Design matmul_job_sched, sky130hd; sources not shown.
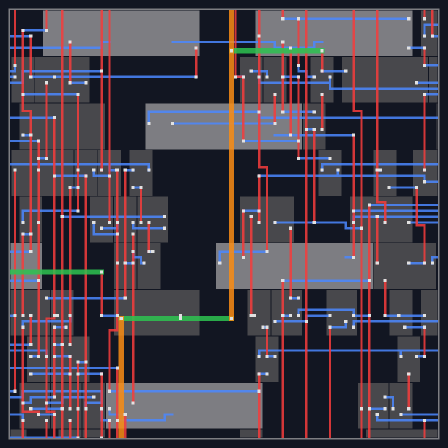
Fig. 1. Zoomed window.
Region (28, 43) to (53, 68) um. Cells in grey, sequential cells in the stronger grey; small squares are vias.
layer	colour
met2	red
met1	blue
met3	green
met4	orange
most frequent	nand2_1 (14)
sequential cells in the window	5
cells with their middle in the window	46

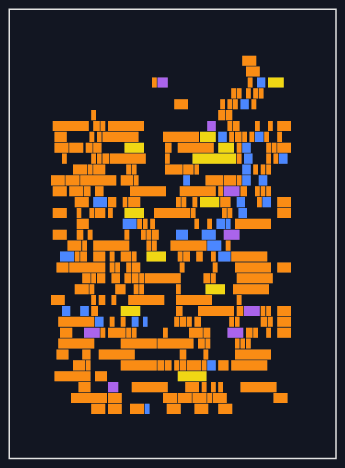
Fig. 2. Cells by drive strength.
Drawn at 4 px/um.
size	colour	cells	share
drive 3 to 4	purple	8	2.7%
drive 2	blue	30	10%
drive 6 and up	yellow	11	3.7%
drive 1 or less	orange	252	84%
Layout area overhead: 29.1%
Signal buffers: 45
Setup WS post-layout: 1.38 ns
Finished Cell Area: 2620 sq um

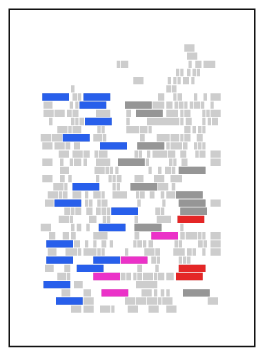
Fig. 3. Sequential cells coloured by netlist name.
Drawn at 3 px/um. Other sequential cells in the stronger grey, the rest of the logic in the fainter grey.
netlist name	colour	flops
state_q	red	3
jobs_done	blue	16
rsp_valid	magenta	4
Seq/total area: 0.325
Seq. pwr: 0.582 mW
Reg area: 851 sq um
Post-Route Utilization: 0.477

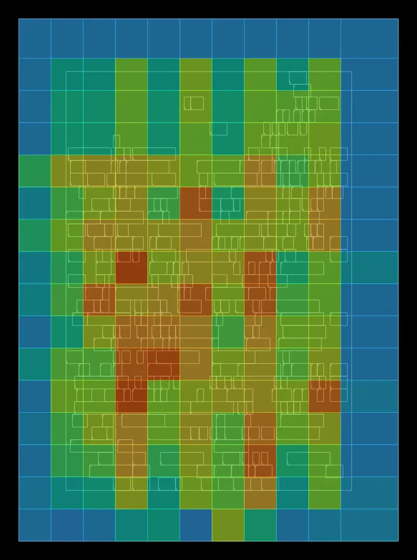
Fig. 4. Congestion heat map.
grt met1 use: 0.123
total track usage: 0.111
M3 GR Usage: 0.0362

==> Changelog: implementation <==
### Implementation results

* Max cap viols at 0
* First-pass GRT wire length at approximately 8100 um
* Post-Syn Nets at about 270
* WL/cell at about 13 um
* Layout cells sized above 1 at 0.163
* Floorplan Utilization at 0.370
* Cell family with most CP delay: buffers and inverters
* Crit path time final at between 2 and 2.5 ns
* Max reg flops at 16
* CP Buf/Inv Count at 1
* Critical-path maximum fanout at 6
* CTS H-Tree Depth at 2
* Nets@finish at around 320
* R2R Setup Slk at about 1.8 ns
* Rel. slew slack at 0.328
* Peak VDD IR at around 0.44 mV
* Port bufs at 39
* Vias at about 1700
* Clk buf depth at 2
* Antenna viol nets, final at 0
* Mapped Cells at approximately 260
* Via-to-Cell Ratio at 4.71
* Num CTS Buffers at 5
* Setup TNS at 0 ns
* Worst min path class: input pin to async pin
* Die area at a little over 9000 sq um
* Die W at 81.3 um
* FF+latch count, synth at 34
* Arrival time at the worst endpoint at between 1.5 and 2 ns
* Critical Path Slowest Stage Cell: clkdlybuf4s50_1
* Core Rows at 33
* Final Hold Vio Count at 0
* Status: completed
* Vias in the first global route at 1743
* Netlist cell types at 30
* Post-CTS setup buffers at 0
* Drt pass-1 iters at 4
* CTS clk-pin slew, worst paths at around 0.07 ns
* TritonCTS Sinks at 34
* Lkg Pwr at around 1.3 nW
* Die height at approximately 110 um
* Critical path endpoint category: output port
* Initial antenna violation count at 0
* Power density over cell area at ~900 nW/um^2
* Hold WS at 0.508 ns
* Clk_skew at roughly 0.0071 ns
* Largest net degree at the start of global routing at 35
* R2R cell count at 14
* Clock root buffer master: clkbuf_8
* Yosys chip area at approximately 2000 sq um
* Register share after synthesis at 0.419
* Max Slew Vio Count at 0
* CTS tree: done
* IO Pins at between 40 and 50
* Hold Buf Count CTS at 0
* Dpl hpwl at 3720 um
* Critical Path RT at around 3.3 ns
* Filler cell count at between 500 and 600
* DRT iter0 DRCs at 86
* Critical path type: register to output port
* Ant diodes at 0
* Crit-path max cell delay at approximately 1.2 ns
* Critical Path Stages at 1
* Grt total ovfl at 0
* CP startpoint kind: register
* Cells along the critical path: clkdlybuf4s50_1
* Worst skew pair latency at 0.29 ns
* RSZ-0062 raised after global routing: false
* Total power at about 2.4 mW
* Tool warnings at 26
* Post-route DRC at 0
* Synthesized area per cell at 7.96 sq um
synth_stat cells:
master / n / area share
a21oi_1: 1 / 0.0025
nand2_1: 84 / 0.16
nor2_1: 11 / 0.020
xor2_1: 8 / 0.035
nor2_8: 1 / 0.0099
nor3b_1: 1 / 0.0037
xnor2_1: 5 / 0.022
buf_4: 2 / 0.0074
inv_8: 1 / 0.0055
o31ai_1: 2 / 0.0074
nand3b_1: 3 / 0.011
inv_4: 1 / 0.0031
ha_1: 3 / 0.018
inv_2: 2 / 0.0037
o21ai_2: 2 / 0.0086
o21ai_0: 5 / 0.012
inv_1: 22 / 0.041
conb_1: 1 / 0.0018
buf_2: 2 / 0.0049
nand2_2: 14 / 0.043
buf_6: 2 / 0.011
nor2_4: 2 / 0.011
nand3_2: 2 / 0.0099
nor3_1: 4 / 0.0099
nand2_4: 3 / 0.017
nor2_2: 4 / 0.012
nand3_1: 22 / 0.054
nand4_1: 8 / 0.025
dfrtp_1: 34 / 0.42
nor3_2: 3 / 0.015
metal layers:
| metal | global-route usage | part of all wire | vias up |
|---|---|---|---|
| met2 | 0.192 | 0.52 | 33 |
| met3 | 0.0362 | 0.062 | 8 |
| met1 | 0.123 | 0.41 | 813 |
| met4 | 0.0348 | 0.013 | 0 |
| li1 | - | - | 892 |
| met5 | 0 | 0 | - |
area by class of cell:
| type | instances | area [sq um] | area share |
|---|---|---|---|
| multi-input cells | 189 | 1020 | 0.391 |
| flip-flops and latches | 34 | 851 | 0.325 |
| inverters | 26 | 108 | 0.0411 |
| clock buffers | 6 | 82.6 | 0.0315 |
| repair buffers | 39 | 390 | 0.149 |
| clock inverters | 1 | 30.0 | 0.0115 |
| plain buffers | 6 | 47.5 | 0.0181 |
| well taps | 70 | 87.6 | 0.0334 |
kinds of logic (layout without fill, tap and decap cells):
logic type | Yosys count | in the layout | synth area share
AND-OR/OR-AND | 10 | 10 | 0.0308
XOR/XNOR | 13 | 13 | 0.0561
adder cells (fa/ha/maj) | 3 | 3 | 0.0185
buffers and inverters | 32 | 78 | 0.0764
flip-flops | 34 | 34 | 0.419
other | 1 | 1 | 0.00185
AND/OR/NAND/NOR | 162 | 162 | 0.397
placed cells by master (no fill, tap or decap), types with 2 or more instances in the layout:
cell type and instances:
nand2_2 14, nand3_1 22, nor2_1 11, nand4_1 8
nand3b_1 3, dfrtp_1 34, o21ai_0 5, nand2_4 3
ha_1 3, clkdlybuf4s50_1 39, inv_2 3, xnor2_1 5
nand2_1 84, buf_2 2, clkbuf_8 6, o21ai_2 2
nor3_2 3, nand3_2 2, nor2_4 2, nor3_1 4
inv_1 21, buf_6 2, o31ai_1 2, xor2_1 8
buf_4 2, nor2_2 4
power breakdown:
part           internal (mW)  switching (mW)  total (mW)
Combinational          0.378            1.05        1.43
Sequential             0.479           0.103       0.582
Clock                  0.215           0.135       0.351
Total                   1.07            1.29        2.36
through the flow:
stage | setup WS (ns) | std cells
global route | 1.32 | 371
finish | 1.38 | 371
global placement | 1.47 | 364
CTS | 1.37 | 371
detailed placement | 1.46 | 364
floorplan | 1.68 | 255
Power is estimated from default activity; no workload was simulated.
